Fig. 1: run 1, logic cells by family
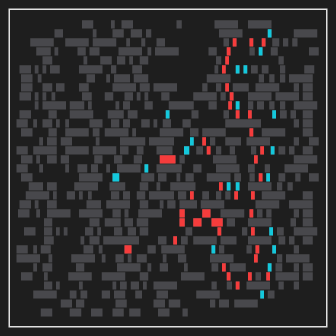
Fig. 2: run 1, supply network
Pins as bars on the die edge.
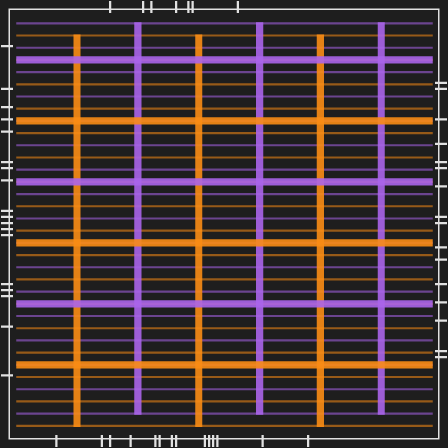
Fig. 3: run 1, register map, names as in the netlist
Other sequential cells in the stronger gray, the rest of the logic in the fainter gray.
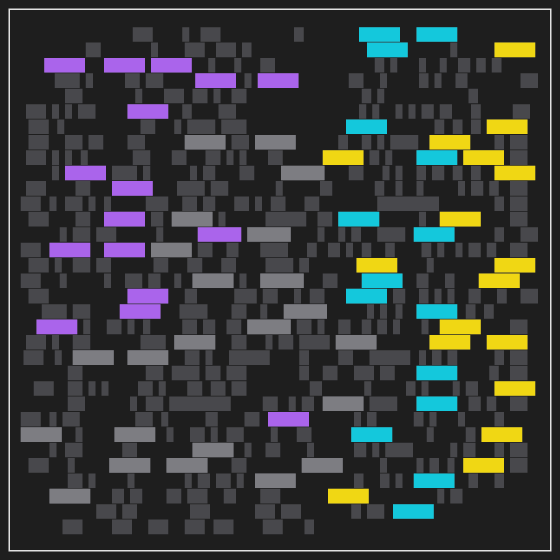
--- src/rtl/arith_pkg.sv ---
// Shared arithmetic-library types: serial datapath FSM state encoding.
package arith_pkg;

    typedef enum logic [1:0] {
        ST_IDLE = 2'd0,
        ST_RUN  = 2'd1,
        ST_DONE = 2'd2
    } state_t;

endpackage

--- src/rtl/full_adder_cell.sv ---
// One-bit full adder cell, companion to the full-subtractor cell.
module full_adder_cell (
    input  logic a,
    input  logic b,
    input  logic ci,
    output logic s,
    output logic co
);

    logic p;

    assign p  = a ^ b;
    assign s  = p ^ ci;
    assign co = (a & b) | (ci & p);

endmodule

--- src/rtl/serial_adder_16.sv ---
// Bit-serial adder: one bit per clock, LSB first, (WIDTH+1)-bit unsigned result.
module serial_adder_16
    import arith_pkg::*;
#(
    parameter int WIDTH = 16
) (
    input  logic             clk,
    input  logic             rst,
    input  logic             start,
    input  logic [WIDTH-1:0] a,
    input  logic [WIDTH-1:0] b,
    input  logic             cin,
    output logic             busy,
    output logic             done,
    output logic [WIDTH:0]   sum
);

    localparam int CNT_W = $clog2(WIDTH);

    state_t             state_q, state_d;
    logic [WIDTH-1:0]   a_q, a_d;
    logic [WIDTH-1:0]   b_q, b_d;
    logic [WIDTH-2:0]   res_q, res_d;
    logic [WIDTH-1:0]   res_shift;
    logic               carry_q, carry_d;
    logic [CNT_W-1:0]   cnt_q, cnt_d;
    logic [WIDTH:0]     sum_q, sum_d;
    logic               fa_s, fa_co;

    full_adder_cell u_fa (
        .a  (a_q[0]),
        .b  (b_q[0]),
        .ci (carry_q),
        .s  (fa_s),
        .co (fa_co)
    );

    // Only WIDTH-1 result bits need storing; the final bit goes straight into sum.
    assign res_shift = {fa_s, res_q};

    always_comb begin
        state_d = state_q;
        a_d     = a_q;
        b_d     = b_q;
        res_d   = res_q;
        carry_d = carry_q;
        cnt_d   = cnt_q;
        sum_d   = sum_q;
        case (state_q)
            ST_IDLE: begin
                if (start) begin
                    a_d     = a;
                    b_d     = b;
                    carry_d = cin;
                    cnt_d   = '0;
                    state_d = ST_RUN;
                end
            end
            ST_RUN: begin
                a_d     = a_q >> 1;
                b_d     = b_q >> 1;
                res_d   = res_shift[WIDTH-1:1];
                carry_d = fa_co;
                cnt_d   = cnt_q + CNT_W'(1);
                if (cnt_q == CNT_W'(WIDTH - 1)) begin
                    sum_d   = {fa_co, res_shift};
                    state_d = ST_DONE;
                end
            end
            ST_DONE: state_d = ST_IDLE;
            default: state_d = ST_IDLE;
        endcase
    end

    always_ff @(posedge clk) begin
        if (rst) begin
            state_q <= ST_IDLE;
            a_q     <= '0;
            b_q     <= '0;
            res_q   <= '0;
            carry_q <= 1'b0;
            cnt_q   <= '0;
            sum_q   <= '0;
        end else begin
            state_q <= state_d;
            a_q     <= a_d;
            b_q     <= b_d;
            res_q   <= res_d;
            carry_q <= carry_d;
            cnt_q   <= cnt_d;
            sum_q   <= sum_d;
        end
    end

    assign busy = (state_q == ST_RUN);
    assign done = (state_q == ST_DONE);
    assign sum  = sum_q;

endmodule

--- config.mk ---
export PLATFORM = sky130hd
export DESIGN_NAME = serial_adder_16
export DESIGN_NICKNAME = d
export VERILOG_FILES = /design/src/rtl/arith_pkg.sv /design/src/rtl/full_adder_cell.sv /design/src/rtl/serial_adder_16.sv
export SDC_FILE = /design/constraint.sdc
export NUM_CORES = 1
export LEC_CHECK = 0
export CAP_MARGIN = 20
export CELL_PAD_IN_SITES_DETAIL_PLACEMENT = 1
export CELL_PAD_IN_SITES_GLOBAL_PLACEMENT = 1
export CORE_MARGIN = 1
export CORE_UTILIZATION = 35
export DETAILED_ROUTE_END_ITERATION = 7
export PLACE_DENSITY_LB_ADDON = 0.1
export SLEW_MARGIN = 20
export SYNTH_ARGS = -nofsm -noshare
export SYNTH_HDL_FRONTEND = slang
export SYNTH_SLANG_ARGS = --single-unit
--- constraint.sdc ---
create_clock -name clk -period 1.5 [get_ports clk]
set_clock_uncertainty 0.05 [all_clocks]
set_input_delay 0.3 -clock clk [delete_from_list [all_inputs] [get_ports clk]]
set_output_delay 0.3 -clock clk [all_outputs]
set_load 0.01 [all_outputs]
==> flow_metrics.rpt, run 1 <==
=== SYNTHESIS / PLACE & ROUTE SUMMARY ===
----------------------------------------------------
[Status]
  Result of the run ........................ finished clean

[Synthesis]
  Post-synth tally of flip-flops with integrated enable ........................ 0
  Mapped cell area ........................ 3060 sq um
  AND-OR/OR-AND Cells, Area Fraction ........................ 26.8%
  Number of distinct library cells after synthesis ........................ 33
  Synth top cell by count ........................ dfxtp_1
  Cell taking the most area after synthesis ........................ dfxtp_1
  Mux share ........................ 0%
  Yosys cell count ........................ 364

[Routing]
  Routed wl met2 ........................ 3530 um
  Met3 layer wire length in the routed design ........................ ~230 um
  Top routing layer in use ........................ met4
  Final antenna-violating net count ........................ 0
  Total wirelength of the detailed-routed design ........................ 7630 um
  Via Count ........................ around 2.7k
  Routed length per instance ........................ 14.4 um

[Setup path]
  Worst-path cell with the longest stage delay ........................ fa_1
  R2R Setup Slk ........................ 50 ps
  Total buffers and inverters traversed by the critical path ........................ 1
  Endpoint arrival time on the critical path ........................ 1680 ps
  Peak per-stage delay on the critical path ........................ 550 ps

[Global route]
  Wire length of the first global-routing pass ........................ 12800 um
  Number of antenna violations at the first check in global routing ........................ 0
  Congestion Overflow GR ........................ 0
  Met3 demand-to-capacity share in global routing ........................ about 2.8%
  Met1 usage ........................ around a quarter
  Met2 demand-to-capacity share in global routing ........................ 29.9%
  Pin count of the biggest net entering global routing ........................ 33

[Floorplanning]
  Full die area ........................ 9110 sq um
  Core box area ........................ 8340 sq um
  Number of top-level pins ........................ 55

[STA]
  Setup repair after global routing missed its margin ........................ false
  WHS ........................ ~330 ps
  Final setup vio count ........................ 0
  Least-Margin Pin Slew ........................ 372 ps
  Maximum frequency from static timing analysis ........................ 689 MHz
  Ratio of final minimum period to clock period ........................ a little over nine tenths
  Max-slew headroom ........................ 75.2%

[Worst hold path]
  Hold Crit Depth ........................ 3

[Cells and area]
  Final-layout clock-cell area share ........................ under 10%
  Non-clk invs ........................ 20
  Flip-flop count of the largest register after layout ........................ 17
  Flip-flop and latch count ........................ 71
  Portion of the layout cell area used by non-clock buffers ........................ 18.2%
  Number of buffers other than clock buffers in the final layout ........................ a little under 80

[Power]
  Comb power frac ........................ 12.3%

[Placed design]
  Placed Instance Area ........................ 3730 sq um

[Clock tree]
  Root buffer cell ........................ clkbuf_8
  Maximum level of the CTS H-tree ........................ 3
  TritonCTS clock tree ........................ built

----------------------------------------------------
Notes on Fig. 1 above:
color	family	cells
red	nand cells	39
cyan	inv cells	20
most common logic cell in the routed design: dfxtp_1
non-filler cells, final: 530
multi-input gate share of the layout cell area: 34.9%

Notes on Fig. 2 above:
color	net
purple	VDD
orange	VSS
met1 rails	34
met4 straps	6
signal pins	55
rows	33
horizontal extent of the die: 95.5 um
maximum ir drop on the vdd rail: 0.000415 V
Vert. Die Dim: 95.5 um

Notes on Fig. 3 above:
color	netlist name	sequential cells
purple	a_q	16
yellow	sum	17
cyan	res_q	15
power drawn by the sequential cells: 2.03 mW
share of the core filled with cells in the final layout: 47.3%
Register Area: 1430 sq um
register share of the cell area: 36.2%

## Run 2: what changed since run 1
--- a/config.mk
+++ b/config.mk
@@ -5,7 +5,6 @@
 export SDC_FILE = /design/constraint.sdc
 export NUM_CORES = 1
 export LEC_CHECK = 0
-export CAP_MARGIN = 20
 export CELL_PAD_IN_SITES_DETAIL_PLACEMENT = 1
 export CELL_PAD_IN_SITES_GLOBAL_PLACEMENT = 1
 export CORE_MARGIN = 1
Fig. 4: run 2, the clock network
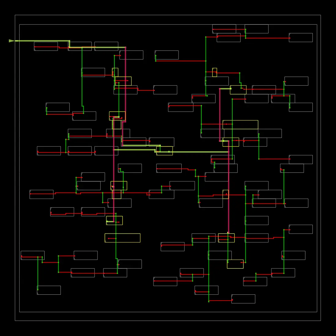
clk pwr: 1.67 mW
flip-flop and latch count: 71

==> run 2 against run 1 <==
Compared with the run above: fmax stayed put; setup slack stayed put; non-clock buffer count stayed put; design area stayed put; clock power hardly changed; combinational power hardly changed; global-route usage stayed put; sequential cell count stayed put; critical path depth stayed put; register-to-register slack hardly changed; utilization stayed put; via count stayed put; critical path type unchanged; critical endpoint unchanged; largest power group unchanged; highest routed layer unchanged.
==> flow_metrics.rpt, run 2 <==
=== SYNTHESIS / PLACE & ROUTE SUMMARY ===
----------------------------------------------------
[Routing]
  Final antenna-violating net count ........................ 0 (unchanged)
  Met3 layer wire length in the routed design ........................ 229 um (unchanged)
  Top routing layer in use ........................ met4

[Worst hold path]
  Hold Crit Depth ........................ 3 (unchanged)

[Status]
  Result of the run ........................ finished clean

[Cells and area]
  Multi-input gate share of the layout cell area ........................ 34.9% (unchanged)
  Register share of the cell area ........................ 36.2% (unchanged)

[Synthesis]
  Number of distinct library cells after synthesis ........................ 33 (unchanged)
  Synth top cell by count ........................ dfxtp_1
  Post-synth tally of flip-flops with integrated enable ........................ 0 (unchanged)
  Yosys cell count ........................ 364 (unchanged)

[Clock tree]
  TritonCTS clock tree ........................ built

[Global route]
  Wire length of the first global-routing pass ........................ 12800 um (unchanged)
  Congestion Overflow GR ........................ 0 (unchanged)
  Pin count of the biggest net entering global routing ........................ 33 (unchanged)
  Number of antenna violations at the first check in global routing ........................ 0 (unchanged)

[STA]
  Setup repair after global routing missed its margin ........................ false
  Least-Margin Pin Slew ........................ 372 ps (unchanged)
  Final setup vio count ........................ 0 (unchanged)
  Ratio of final minimum period to clock period ........................ 96.8% (unchanged)

[Placed design]
  Placed Instance Area ........................ 3730 sq um (unchanged)

[Setup path]
  Endpoint arrival time on the critical path ........................ 1680 ps (about the same)

[Power]
  Power drawn by the sequential cells ........................ 2.03 mW (about the same)

[Floorplanning]
  Vert. Die Dim ........................ 95.5 um (unchanged)

----------------------------------------------------
## Run 3: what changed since run 2
--- a/config.mk
+++ b/config.mk
@@ -5,6 +5,7 @@
 export SDC_FILE = /design/constraint.sdc
 export NUM_CORES = 1
 export LEC_CHECK = 0
+export ABC_CLOCK_PERIOD_IN_PS = 1500
 export CELL_PAD_IN_SITES_DETAIL_PLACEMENT = 1
 export CELL_PAD_IN_SITES_GLOBAL_PLACEMENT = 1
 export CORE_MARGIN = 1
Fig. 5: run 3, supply network
Pins as bars on the die edge.
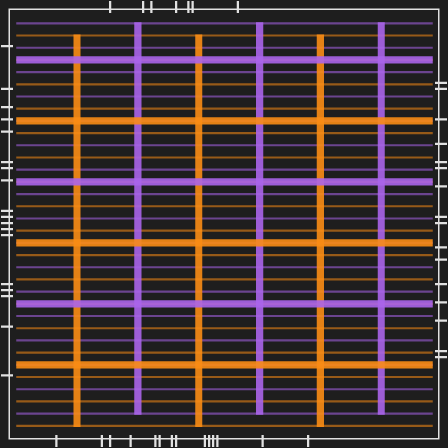
color	net
purple	VDD
orange	VSS
met4 straps	6
signal pins	55
met1 rails	34
core box area: 8340 sq um

==> run 3 against run 2 <==
Compared with the run above: design area unchanged; critical path type unchanged; fmax is the same; synthesized cell count is the same; critical endpoint unchanged.
==> flow_metrics.rpt, run 3 <==
=== SYNTHESIS / PLACE & ROUTE SUMMARY ===
----------------------------------------------------
[Status]
  Result of the run ........................ finished clean

[Setup path]
  Total buffers and inverters traversed by the critical path ........................ 1
  Endpoint arrival time on the critical path ........................ 1680 ps (about the same)

[Cells and area]
  Flip-flop and latch count ........................ 71 (unchanged)
  Multi-input gate share of the layout cell area ........................ 34.9% (unchanged)

[Synthesis]
  Area fraction in xor and xnor cells ........................ 0%
  Synth top cell by count ........................ dfxtp_1
  Largest family of logic cells by area ........................ AND-OR/OR-AND gates
  AND-OR/OR-AND Cells, Area Fraction ........................ 26.8%
  Yosys cell count ........................ 364 (unchanged)

[Routing]
  Final antenna-violating net count ........................ 0 (unchanged)
  Top routing layer in use ........................ met4

[STA]
  Least-Margin Pin Slew ........................ 372 ps (unchanged)
  Ratio of final minimum period to clock period ........................ 96.8% (unchanged)
  Final setup vio count ........................ 0 (unchanged)
  Setup repair after global routing missed its margin ........................ false

[Clock tree]
  TritonCTS clock tree ........................ built

[Placed design]
  Number of placed instances with taps included ........................ 513
  Placed Instance Area ........................ 3730 sq um (unchanged)

[Power]
  Power drawn by the sequential cells ........................ 2.03 mW (about the same)
  Power dissipated by switching net loads ........................ 1.06 mW
  Comb power frac ........................ 12.3%

[Global route]
  Wire length of the first global-routing pass ........................ 12800 um (unchanged)
  Number of antenna violations at the first check in global routing ........................ 0 (unchanged)
  Congestion Overflow GR ........................ 0 (unchanged)

[Floorplanning]
  Vert. Die Dim ........................ 95.5 um (unchanged)

----------------------------------------------------
Power is estimated from default activity; no workload was simulated.
